### src/rtl/trigger_sequencer_if.sv
// Command/status bundle between control logic and trigger_sequencer.
// Optional TRIGGER_SEQUENCER_TOGGLE_EN adds the latched i_mode select.
interface trigger_sequencer_if #(
    parameter int CNT_W = 16,
    parameter int NUM_W = 8
);
    logic             i_start;
    logic             i_stop;
    logic [CNT_W-1:0] i_delay;
    logic [CNT_W-1:0] i_high;
    logic [CNT_W-1:0] i_low;
    logic [NUM_W-1:0] i_count;
`ifdef TRIGGER_SEQUENCER_TOGGLE_EN
    logic             i_mode;
`endif
    logic             o_posedge;
    logic             o_negedge;
    logic             o_edge;
    logic             o_busy;
    logic             o_done;

    modport master (
        output i_start, i_stop, i_delay, i_high, i_low, i_count,
`ifdef TRIGGER_SEQUENCER_TOGGLE_EN
        output i_mode,
`endif
        input  o_posedge, o_negedge, o_edge, o_busy, o_done
    );

    modport slave (
        input  i_start, i_stop, i_delay, i_high, i_low, i_count,
`ifdef TRIGGER_SEQUENCER_TOGGLE_EN
        input  i_mode,
`endif
        output o_posedge, o_negedge, o_edge, o_busy, o_done
    );
endinterface

### src/rtl/trigger_sequencer.sv
// Pulse-train sequencer issuing registered set/clear (or toggle) strobes to a trigger generator.
// Define TRIGGER_SEQUENCER_TOGGLE_EN to add i_mode and route strobes to o_edge.
module trigger_sequencer #(
    parameter int CNT_W = 16,
    parameter int NUM_W = 8
) (
    input  logic                 i_clk,
    input  logic                 i_rst,
    trigger_sequencer_if.slave   bus
);

    localparam logic [1:0] S_IDLE  = 2'd0;
    localparam logic [1:0] S_DELAY = 2'd1;
    localparam logic [1:0] S_HIGH  = 2'd2;
    localparam logic [1:0] S_LOW   = 2'd3;

    logic [1:0]       r_state;
    logic [CNT_W-1:0] r_cnt;
    logic [CNT_W-1:0] r_high;
    logic [CNT_W-1:0] r_low;
    logic [NUM_W-1:0] r_count;
    logic [NUM_W-1:0] r_pulses;
    logic             r_stop_pend;
    logic             r_pos;
    logic             r_neg;
    logic             r_busy;
    logic             r_done;

    logic [1:0]       w_state_nxt;
    logic [CNT_W-1:0] w_cnt_nxt;
    logic [NUM_W-1:0] w_pulses_nxt;
    logic             w_pend_nxt;
    logic             w_pos_nxt;
    logic             w_neg_nxt;
    logic             w_done_nxt;
    logic             w_busy_nxt;
    logic             w_load;
    logic             w_expire;
    logic             w_last;
    logic [NUM_W-1:0] w_pulses_inc;
    logic [NUM_W-1:0] w_pulses_sat;
    logic [CNT_W-1:0] w_high_in;
    logic [CNT_W-1:0] w_low_in;

    // Zero high/low times behave as one cycle so every phase lasts at least a cycle.
    assign w_high_in    = (bus.i_high == '0) ? CNT_W'(1) : bus.i_high;
    assign w_low_in     = (bus.i_low  == '0) ? CNT_W'(1) : bus.i_low;
    assign w_expire     = (r_cnt == CNT_W'(1));
    assign w_pulses_inc = r_pulses + 1'b1;
    assign w_pulses_sat = (r_pulses == '1) ? r_pulses : w_pulses_inc;
    assign w_last       = (r_count != '0) && (w_pulses_inc == r_count);

    // A stop that lands on a strobe edge is deferred one cycle via r_stop_pend;
    // the deferred stop then overrides any further schedule.
    // NOTE: every always_comb output gets a default first, otherwise a latch is inferred.
    always_comb begin
        w_state_nxt  = r_state;
        w_cnt_nxt    = r_cnt;
        w_pulses_nxt = r_pulses;
        w_pend_nxt   = 1'b0;
        w_pos_nxt    = 1'b0;
        w_neg_nxt    = 1'b0;
        w_done_nxt   = 1'b0;
        w_load       = 1'b0;
        case (r_state)
            S_IDLE: begin
                if (bus.i_start && !bus.i_stop && !r_busy) begin
                    w_load       = 1'b1;
                    w_pulses_nxt = '0;
                    if (bus.i_delay == '0) begin
                        w_state_nxt = S_HIGH;
                        w_pos_nxt   = 1'b1;
                        w_cnt_nxt   = w_high_in;
                    end else begin
                        w_state_nxt = S_DELAY;
                        w_cnt_nxt   = bus.i_delay;
                    end
                end
            end
            S_DELAY: begin
                if (w_expire) begin
                    w_state_nxt = S_HIGH;
                    w_pos_nxt   = 1'b1;
                    w_cnt_nxt   = r_high;
                    w_pend_nxt  = bus.i_stop;
                end else if (bus.i_stop) begin
                    w_state_nxt = S_IDLE;
                    w_done_nxt  = 1'b1;
                end else begin
                    w_cnt_nxt = r_cnt - 1'b1;
                end
            end
            S_HIGH: begin
                if (r_stop_pend) begin
                    w_state_nxt = S_IDLE;
                    w_neg_nxt   = 1'b1;
                    w_done_nxt  = 1'b1;
                end else if (w_expire) begin
                    w_neg_nxt    = 1'b1;
                    w_pulses_nxt = w_pulses_sat;
                    if (w_last) begin
                        w_state_nxt = S_IDLE;
                        w_done_nxt  = 1'b1;
                    end else begin
                        w_state_nxt = S_LOW;
                        w_cnt_nxt   = r_low;
                        w_pend_nxt  = bus.i_stop;
                    end
                end else if (bus.i_stop) begin
                    // Abort from HIGH always leaves the generator low.
                    w_state_nxt = S_IDLE;
                    w_neg_nxt   = 1'b1;
                    w_done_nxt  = 1'b1;
                end else begin
                    w_cnt_nxt = r_cnt - 1'b1;
                end
            end
            S_LOW: begin
                if (r_stop_pend) begin
                    w_state_nxt = S_IDLE;
                    w_done_nxt  = 1'b1;
                end else if (w_expire) begin
                    w_state_nxt = S_HIGH;
                    w_pos_nxt   = 1'b1;
                    w_cnt_nxt   = r_high;
                    w_pend_nxt  = bus.i_stop;
                end else if (bus.i_stop) begin
                    w_state_nxt = S_IDLE;
                    w_done_nxt  = 1'b1;
                end else begin
                    w_cnt_nxt = r_cnt - 1'b1;
                end
            end
            default: w_state_nxt = S_IDLE;
        endcase
    end

    // Busy covers the done cycle, so a start arriving with done is still ignored.
    assign w_busy_nxt = (w_state_nxt != S_IDLE) || w_done_nxt;

`ifdef TRIGGER_SEQUENCER_TOGGLE_EN
    logic r_mode;
    logic r_edge;
    logic w_mode;

    assign w_mode = w_load ? bus.i_mode : r_mode;

    always_ff @(posedge i_clk or negedge i_rst) begin
        if (!i_rst) begin
            r_mode <= 1'b0;
            r_edge <= 1'b0;
        end else begin
            if (w_load) begin
                r_mode <= bus.i_mode;
            end
            r_edge <= (w_pos_nxt | w_neg_nxt) & w_mode;
        end
    end

    assign bus.o_edge = r_edge;
`else
    logic w_mode;

    assign w_mode     = 1'b0;
    assign bus.o_edge = 1'b0;
`endif

    // NOTE: sequential state uses non-blocking assignments so all registers update together.
    always_ff @(posedge i_clk or negedge i_rst) begin
        if (!i_rst) begin
            r_state     <= S_IDLE;
            r_cnt       <= '0;
            r_high      <= '0;
            r_low       <= '0;
            r_count     <= '0;
            r_pulses    <= '0;
            r_stop_pend <= 1'b0;
            r_pos       <= 1'b0;
            r_neg       <= 1'b0;
            r_busy      <= 1'b0;
            r_done      <= 1'b0;
        end else begin
            r_state     <= w_state_nxt;
            r_cnt       <= w_cnt_nxt;
            r_pulses    <= w_pulses_nxt;
            r_stop_pend <= w_pend_nxt;
            if (w_load) begin
                r_high  <= w_high_in;
                r_low   <= w_low_in;
                r_count <= bus.i_count;
            end
            r_pos  <= w_pos_nxt & ~w_mode;
            r_neg  <= w_neg_nxt & ~w_mode;
            r_busy <= w_busy_nxt;
            r_done <= w_done_nxt;
        end
    end

    assign bus.o_posedge = r_pos;
    assign bus.o_negedge = r_neg;
    assign bus.o_busy    = r_busy;
    assign bus.o_done    = r_done;

endmodule

### src/flat_wrapper.sv
// flat-port wrapper written by rule: the top's interface ports become plain ports
module trigger_sequencer_flat 
#(
    parameter int CNT_W = 16,
    parameter int NUM_W = 8
)
  (i_clk, i_rst, bus_i_start, bus_i_stop, bus_i_delay, bus_i_high, bus_i_low, bus_i_count, bus_o_posedge, bus_o_negedge, bus_o_edge, bus_o_busy, bus_o_done);
  trigger_sequencer_if #(.CNT_W(CNT_W), .NUM_W(NUM_W)) bus_i ();
  input  logic i_clk;
  input  logic i_rst;
  input wire logic [$bits(bus_i.i_start)-1:0] bus_i_start;
  input wire logic [$bits(bus_i.i_stop)-1:0] bus_i_stop;
  input wire logic [$bits(bus_i.i_delay)-1:0] bus_i_delay;
  input wire logic [$bits(bus_i.i_high)-1:0] bus_i_high;
  input wire logic [$bits(bus_i.i_low)-1:0] bus_i_low;
  input wire logic [$bits(bus_i.i_count)-1:0] bus_i_count;
  output wire logic [$bits(bus_i.o_posedge)-1:0] bus_o_posedge;
  output wire logic [$bits(bus_i.o_negedge)-1:0] bus_o_negedge;
  output wire logic [$bits(bus_i.o_edge)-1:0] bus_o_edge;
  output wire logic [$bits(bus_i.o_busy)-1:0] bus_o_busy;
  output wire logic [$bits(bus_i.o_done)-1:0] bus_o_done;
  assign bus_i.i_start = bus_i_start;
  assign bus_i.i_stop = bus_i_stop;
  assign bus_i.i_delay = bus_i_delay;
  assign bus_i.i_high = bus_i_high;
  assign bus_i.i_low = bus_i_low;
  assign bus_i.i_count = bus_i_count;
  assign bus_o_posedge = bus_i.o_posedge;
  assign bus_o_negedge = bus_i.o_negedge;
  assign bus_o_edge = bus_i.o_edge;
  assign bus_o_busy = bus_i.o_busy;
  assign bus_o_done = bus_i.o_done;
  trigger_sequencer #(.CNT_W(CNT_W), .NUM_W(NUM_W)) u_core (.i_clk(i_clk), .i_rst(i_rst), .bus(bus_i));
endmodule
### config.mk
export PLATFORM = sky130hd
export DESIGN_NAME = trigger_sequencer_flat
export DESIGN_NICKNAME = d
export VERILOG_FILES = /design/src/rtl/trigger_sequencer_if.sv /design/src/rtl/trigger_sequencer.sv /design/src/flat_wrapper.sv
export SDC_FILE = /design/constraint.sdc
export NUM_CORES = 1
export LEC_CHECK = 0
export ABC_AREA = 1
export CORE_AREA = 2 2 84 146
export CTS_CLUSTER_DIAMETER = 120
export DETAILED_ROUTE_END_ITERATION = 10
export DIE_AREA = 0 0 86 148
export GPL_TIMING_DRIVEN = 1
export MAX_ROUTING_LAYER = met4
export SLEW_MARGIN = 20
export SYNTH_ARGS = -nofsm -noshare
export SYNTH_HDL_FRONTEND = slang
export SYNTH_SLANG_ARGS = --single-unit
### constraint.sdc
create_clock -name i_clk -period 4.8 [get_ports i_clk]
set_clock_uncertainty 0.15 [all_clocks]
set_input_delay 0.96 -clock i_clk [delete_from_list [all_inputs] [get_ports i_clk]]
set_output_delay 0.96 -clock i_clk [all_outputs]
set_load 0.02 [all_outputs]
Figure 1. The metal 4 layer (run 1).
Scale bar: 20 microns.
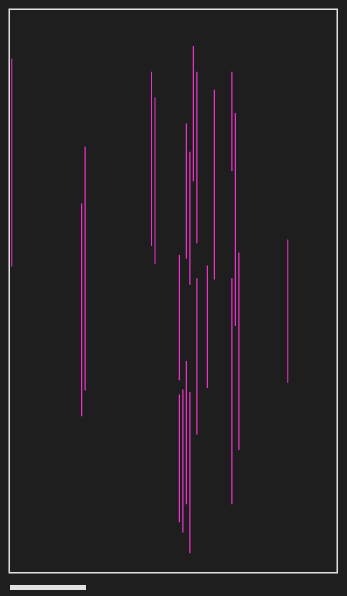
longest straight run: 63.9 microns
share of all routed wire: 6.4%
main direction: vertical
nets with wire on the layer: 21
wire length on this layer: 949 microns
vias: 4627
aggregate routed wire length: 14880 microns

Figure 2. I/O pins on the die edge (run 1).
Pins as bars across the die edge, other pins in grey.
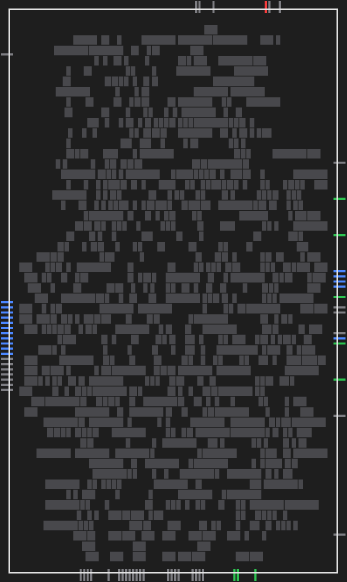
| colour | port | pins | direction | edge |
|---|---|---|---|---|
| green | bus_i_count | 8 | input | 5 right, 3 bottom |
| red | bus_o_posedge | 1 | output | top |
| blue | bus_i_delay | 16 | input | 11 left, 5 right |
Die X-Extent: 86 microns
number of port buffers: 63

==> results.toml, run 1 <==
# synthesis and place-and-route metrics
[status]
status = "finished, final reports clean"

[routing]
met3RoutedLength_microns = 628
detail_route.vias_per_cell = 5.469
drc = 0
drt-wirelength-per-cell_microns = 17.59
drt_iter0_markers = 299

[min_path]
hp-class = "register to register"
hold_start = "u_core.r_low[8]"
whs_endpoint = "u_core.r_low[8]"

[floorplanning]
starting_density_of_the_core_pct = 39.35
nWellTaps = 135
core-area_sq_mm = 0.01152
boundaryPins = 65
rows = 52

[global_routing]
grt_max_degree = 45
grt_overflow = 0
grt-busiest-layer = "met2"
grt_antenna_before_repair = 0
gr-usage-all-layers_pct = 24.88
globalRouteMet3Util_pct = 3.127
grt_use_met1_pct = 25.62

[worst_setup_path]
crit_path_cell_trace = "nor2_2 > inv_2 > nor2_2 > inv_2 > o21ai_1 > nand2_2 > a21oi_1 > a21oi_1"
timing.critical_path.to = "u_core.r_pulses[0]"
cp_num_buf_inv = 2
critPathMaxFanout = 41
cp-startpoint = "u_core.r_state[0]"
worst_path_max_delay_cell = "dfrtp_1"
worst-endpoint-required_ps = 4870
critPathKind = "register to register"
worst_r2r_path_depth = 8
worst_ep_arrival_time_ps = 3110
critical_path_start_type = "register"

[sta]
final.period_utilization_pct = 63.43
final_period_minus_worst_setup_slack_ps = 3045
final.setup.worst_slack_ps = 1755
achievable-frequency_mhz = 328.4
hold_slack_ps = 325.5
final_hold_violation_count = 0
tightestPinTransition_ps = 867.2
worst_slew_margin_rel_pct = 42.18
final_max_slew_viol_count = 0
finalSetupViolCount = 0

[clocking]
cts_buffers = 9
cts-hold-fix-buffers = 0
clock_tree_from_tritoncts = "built"
cts.repair.resized = 0
post_cts_buffers = 0
cts_sinks = 71

[cells_and_area]
comb_cells = 494
inverters_excl_clock = 65
nonclk_buf_count = 66
postLayoutCoreUtil_pct = 48.13
instances_no_fill = 846
fillers = 1182
dominant_cells = "logic gates"
insertedDiodeCount = 0
drive_gt1_share_pct = 9.001
comb_area_share_pct = 43.00

[pwr]
power_frac_clock_pct = 30.7
p_leak_nw = 2.630
sequentialPower_mw = 0.943
power_density_mw_per_mm2 = 432.1
combPwrFrac_pct = 30.0
internal-power_mw = 1.497
sw_frac_of_total_pct = 37.49
vdd.ir_drop.worst_mv = 0.2188
power_dissipated_by_switching_net_loads_mw = 0.8979

[logic_synthesis]
mux_share_pct = 0
aoi_share_pct = 9.856
netlist.top_cell.by_instances = "nand2_1"
number_of_synthesized_flops_with_an_enable_pin = 0
synthArstFlopShare_pct = 100.0
top_area_cell_type_share_of_the_netlist_area_pct = 39.20
ys_sh_xor_pct = 1.546
post_synth_inst_count = 654
ys_cells = 654
syn_area_per_cell_sq_um = 6.929
synth_warnings = 0
post_synth_fa_ha_maj_area_fraction_pct = 0.8283
synth_flops = 71
yosysTopAreaCell = "dfrtp_1"
synth_chip_area_sq_mm = 0.004532
synth.yosys.seq_area_share_pct = 39.20
ys_dominant_reg_cell = "dfrtp_1"

[placed_design]
place.detailed.instances = 831
dpl.hpwl_microns = 11120
Figure 3. Drive-strength map (run 1).
Scale bar: 20 microns.
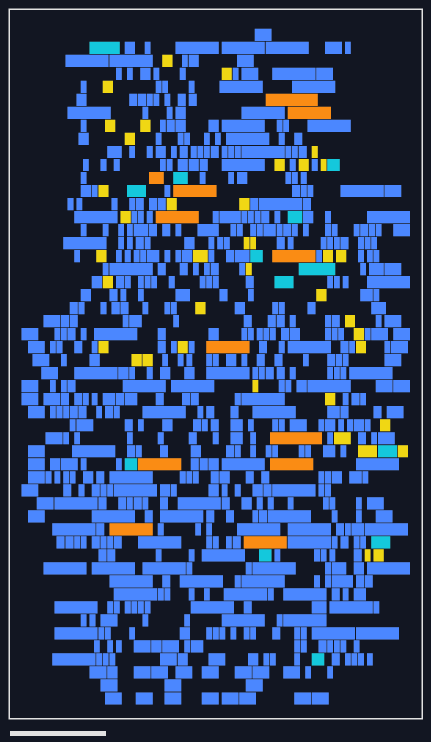
| colour | size | cells |
|---|---|---|
| yellow | drive 2 | 39 |
| cyan | drive 3 to 4 | 13 |
| blue | drive 1 or less | 647 |
| orange | drive 6 and up | 12 |
final instance area: 0.005543 sq mm
Layout area overhead: 22.31%

Figure 4. Clock wiring as the flow saved it (run 1).
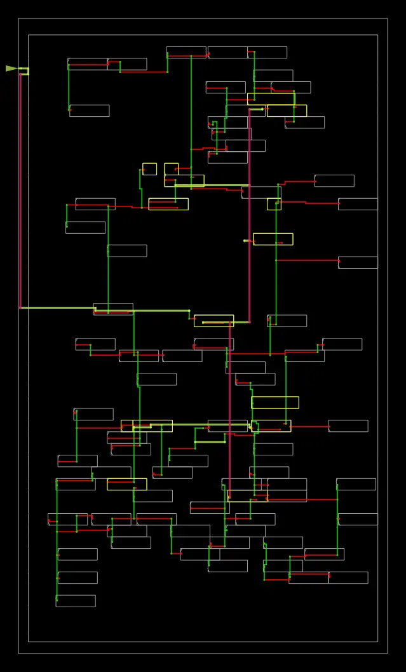
clock-net power: 0.734 mW
num sequential: 71
insertion delay at the late pin of the worst-skew pair: 340 ps

Figure 5. Clock wires, drivers and flops (run 1).
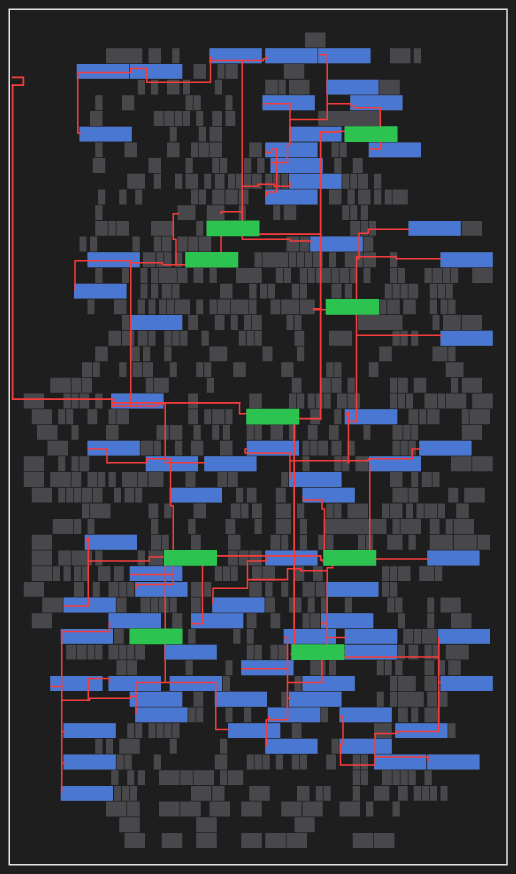

==> run 1 -> run 2 <==
==> constraint.sdc (replaced) <==
create_clock -name i_clk -period 2.9 [get_ports i_clk]
set_clock_uncertainty 0.15 [all_clocks]
set_input_delay 0.58 -clock i_clk [delete_from_list [all_inputs] [get_ports i_clk]]
set_output_delay 0.58 -clock i_clk [all_outputs]
set_load 0.02 [all_outputs]
Figure 6. Clock wires, drivers and flops (run 2).
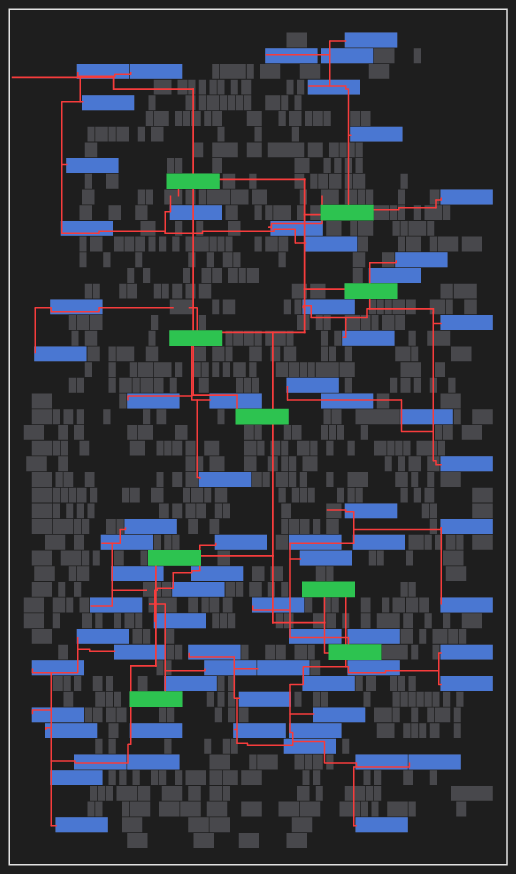
[green] cells driving clock nets | count: 9
[blue] flip-flops | count: 71
[red] clock wires | length: 1090 microns
routed clock nets: 10
flops lie: all over the die
insertion delay at the late pin of the worst-skew pair: 350 ps
Clk pwr share: 28.3%
clock-net power: 1.10 mW

==> results.toml, run 2 <==
# synthesis and place-and-route metrics
[status]
status = "finished, final reports clean"

[logic_synthesis]
ys_cells = 654
number_of_synthesized_flops_with_an_enable_pin = 0
top_area_cell_type_share_of_the_netlist_area_pct = 39.20
synthArstFlopShare_pct = 100.0
ys_sh_xor_pct = 1.546
yosysTopAreaCell = "dfrtp_1"
post_synth_fa_ha_maj_area_fraction_pct = 0.8283
synth.yosys.seq_area_share_pct = 39.20
post_synth_inst_count = 654
mux_share_pct = 0
synth_warnings = 0
syn_area_per_cell_sq_um = 6.929
netlist.top_cell.by_instances = "nand2_1"
aoi_share_pct = 9.856
synth_chip_area_sq_mm = 0.004532

[cells_and_area]
comb_area_share_pct = 42.45
insertedDiodeCount = 0
layout-area-overhead-vs-synth_pct = 23.91
flop-count = 71
dominant_cells = "logic gates"
drive_gt1_share_pct = 10.64
comb_cells = 494
ff_latch_area_sq_mm = 0.001777
postLayoutCellArea_sq_mm = 0.005615
postLayoutCoreUtil_pct = 48.76
inverters_excl_clock = 65
nonclk_buf_count = 78
instances_no_fill = 859

[pwr]
sw_frac_of_total_pct = 39.44
power_density_mw_per_mm2 = 692.2
combPwrFrac_pct = 31.8
vdd.ir_drop.worst_mv = 0.2957
power_dissipated_by_switching_net_loads_mw = 1.533
sequentialPower_mw = 1.55
internal-power_mw = 2.354
p_leak_nw = 2.676

[routing]
detail_route.vias_per_cell = 5.405
drt_wl_total_microns = 15210
drt-wirelength-per-cell_microns = 17.70
drt-pass1-iter-count = 5
met3RoutedLength_microns = 633
drc = 0
drt_iter0_markers = 284
vias = 4643

[global_routing]
grt_use_met1_pct = 26.30
grt_overflow = 0
globalRouteMet3Util_pct = 3.573
grt-busiest-layer = "met2"
grt_antenna_before_repair = 0

[sta]
hold_slack_ps = 74.97
tightestPinTransition_ps = 794.3
final_hold_violation_count = 0
worst_slew_margin_rel_pct = 46.92
finalSetupViolCount = 0
setup_total_negative_slack_ps = 0
achievable-frequency_mhz = 399.4
final.period_utilization_pct = 86.34
final.setup.worst_slack_ps = 396.3
final_period_minus_worst_setup_slack_ps = 2504

[placed_design]
dpl.hpwl_microns = 11640
place.detailed.instances = 843
placement.io_buffers = 63

[floorplanning]
nWellTaps = 135
boundaryPins = 65
core-area_sq_mm = 0.01152
starting_density_of_the_core_pct = 39.35
rows = 52
fp.dieW_microns = 86

[clocking]
cts.repair.resized = 0
post_cts_buffers = 0
cts_sinks = 71
cts_buffers = 9
cts-hold-fix-buffers = 0
clock_tree_from_tritoncts = "built"

[worst_setup_path]
cp-startpoint = "u_core.r_pulses[0]"
worst-endpoint-required_ps = 2970
critPathKind = "register to register"
worstReg2RegEnd = "u_core.r_cnt[2]"
worst_r2r_path_depth = 12
critPathMaxFanout = 16
worst_ep_arrival_time_ps = 2570
timing.critical_path.to = "u_core.r_cnt[2]"
crit_path_cell_trace = "ha_1 > nand3_1 > nand2_1 > nand2_1 > nand2_1 > nand2_1 > nand2_1 > nor2_2 > nand4_4 > nand3_4 > nand2_1 > nand2_1"
worst_path_max_delay_cell = "dfrtp_1"
critical_path_start_type = "register"
cp_num_buf_inv = 0

[min_path]
hp-class = "primary input to asynchronous set/reset pin"
==> run 2 -> run 3 <==
==> constraint.sdc (replaced) <==
create_clock -name i_clk -period 2.5 [get_ports i_clk]
set_clock_uncertainty 0.15 [all_clocks]
set_input_delay 0.5 -clock i_clk [delete_from_list [all_inputs] [get_ports i_clk]]
set_output_delay 0.5 -clock i_clk [all_outputs]
set_load 0.02 [all_outputs]
Figure 7. Drive-strength map (run 3).
Scale bar: 20 microns.
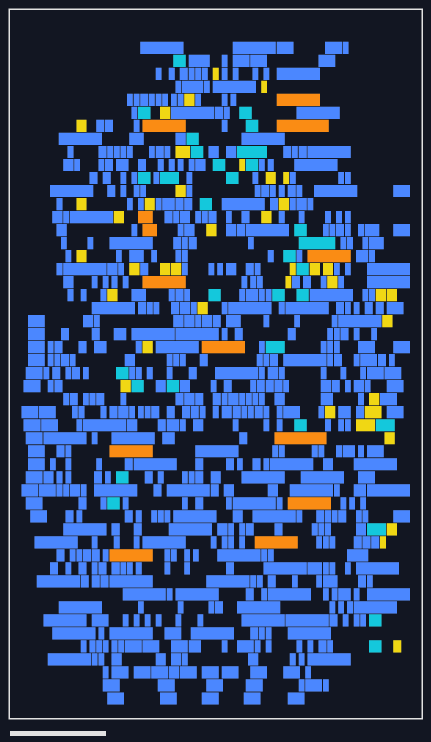
| colour | size | cells | most used |
|---|---|---|---|
| orange | drive 6 and up | 13 | clkbuf_16 |
| yellow | drive 2 | 40 | nand2_2 |
| cyan | drive 3 to 4 | 31 | buf_4 |
| blue | drive 1 or less | 648 | nand2_1 |
nonclk buf count: 86
final setup margin: 98.92 ps
final instance area: 0.005693 sq mm

==> results.toml, run 3 <==
# synthesis and place-and-route metrics
[routing]
detail_route.vias_per_cell = 5.354
drc = 0
drt_wl_total_microns = 14980
drt_iter0_markers = 306
drt-pass1-iter-count = 5
vias = 4642
drt-wirelength-per-cell_microns = 17.28
met3RoutedLength_microns = 738

[placed_design]
place.detailed.instances = 851
placement.io_buffers = 63
dpl.hpwl_microns = 11450

[worst_setup_path]
worst_r2r_path_depth = 11
worst_ep_arrival_time_ps = 2490
crit_path_end_kind = "register"
worstReg2RegEnd = "u_core.r_cnt[1]"
crit_path_cell_trace = "ha_1 > nand3_1 > o21bai_2 > nand2_1 > nand2_1 > nand2_1 > nor2_2 > nand4_4 > buf_4 > nand4_1 > nand2_1"
critical_path_start_type = "register"
cp_num_buf_inv = 1
worst_path_max_delay_cell = "dfrtp_1"
critPathTopFamily = "simple AND/OR/NAND/NOR gates"
critPathKind = "register to register"
worst-endpoint-required_ps = 2590
timing.critical_path.to = "u_core.r_cnt[1]"
critPathMaxFanout = 14
cp-startpoint = "u_core.r_pulses[0]"

[flow_run]
warnings = 27

[cells_and_area]
ff_latch_area_sq_mm = 0.001777
comb_cells = 494
insertedDiodeCount = 0
layout_top_cell_excl_fill_tap = "nand2_1"
comb_area_share_pct = 41.87
instances_no_fill = 867
fillers = 1161
postLayoutCoreUtil_pct = 49.44
final_net_count = 790
inverters_excl_clock = 65
drive_gt1_share_pct = 11.48
dominant_cells = "logic gates"
flop-count = 71
layout-area-overhead-vs-synth_pct = 25.62

[global_routing]
grt_max_degree = 43
grt_use_met1_pct = 26.31
globalRouteMet3Util_pct = 3.908
grt-busiest-layer = "met2"
gr-usage-all-layers_pct = 25.14
grt_antenna_before_repair = 0

[pwr]
power_dissipated_by_switching_net_loads_mw = 1.745
sequentialPower_mw = 1.79
power_frac_clock_pct = 30.5
vdd.ir_drop.worst_mv = 0.3634
p_leak_nw = 2.721
internal-power_mw = 2.921
power_density_mw_per_mm2 = 819.6
clock_net_power_mw = 1.42
sw_frac_of_total_pct = 37.39
combPwrFrac_pct = 31.1

[logic_synthesis]
synth_warnings = 0
post_synth_inst_count = 654
syn-cell-area_sq_mm = 0.004532
netlist.top_cell.by_instances = "nand2_1"
ys_sh_xor_pct = 1.546
post_synth_main_area_contributors = "dfrtp_1, nand2_1, o21ai_0"
mux_share_pct = 0
synthTopCellsByCount = "nand2_1, dfrtp_1, nor2_1"
yosysTopAreaCell = "dfrtp_1"
synthArstFlopShare_pct = 100.0
synth_flops = 71
ys_dominant_reg_cell = "dfrtp_1"
synth_chip_area_sq_mm = 0.004532
aoi_share_pct = 9.856
number_of_synthesized_flops_with_an_enable_pin = 0
ys_cells = 654
synth.yosys.seq_area_share_pct = 39.20
syn_area_per_cell_sq_um = 6.929
post_synth_fa_ha_maj_area_fraction_pct = 0.8283
top_area_cell_type_share_of_the_netlist_area_pct = 39.20

[floorplanning]
starting_density_of_the_core_pct = 39.35
boundaryPins = 65
rows = 52
fp.dieW_microns = 86
core-area_sq_mm = 0.01152

[sta]
hold_slack_ps = 41.88
finalSetupViolCount = 0
final_hold_violation_count = 0
achievable-frequency_mhz = 416.5
setup_total_negative_slack_ps = 0
final_period_minus_worst_setup_slack_ps = 2401
final.period_utilization_pct = 96.04
tightestPinTransition_ps = 511.2
final_max_slew_viol_count = 0
worst_slew_margin_rel_pct = 65.92

[clocking]
cts_buffers = 9
cts_sinks = 71
cts.repair.resized = 0
clock.latency.late_pin_ps = 350
clock_tree_from_tritoncts = "built"
cts-hold-fix-buffers = 0

[min_path]
hp-class = "primary input to asynchronous set/reset pin"

[status]
status = "finished, final reports clean"
Power is estimated from default activity; no workload was simulated.
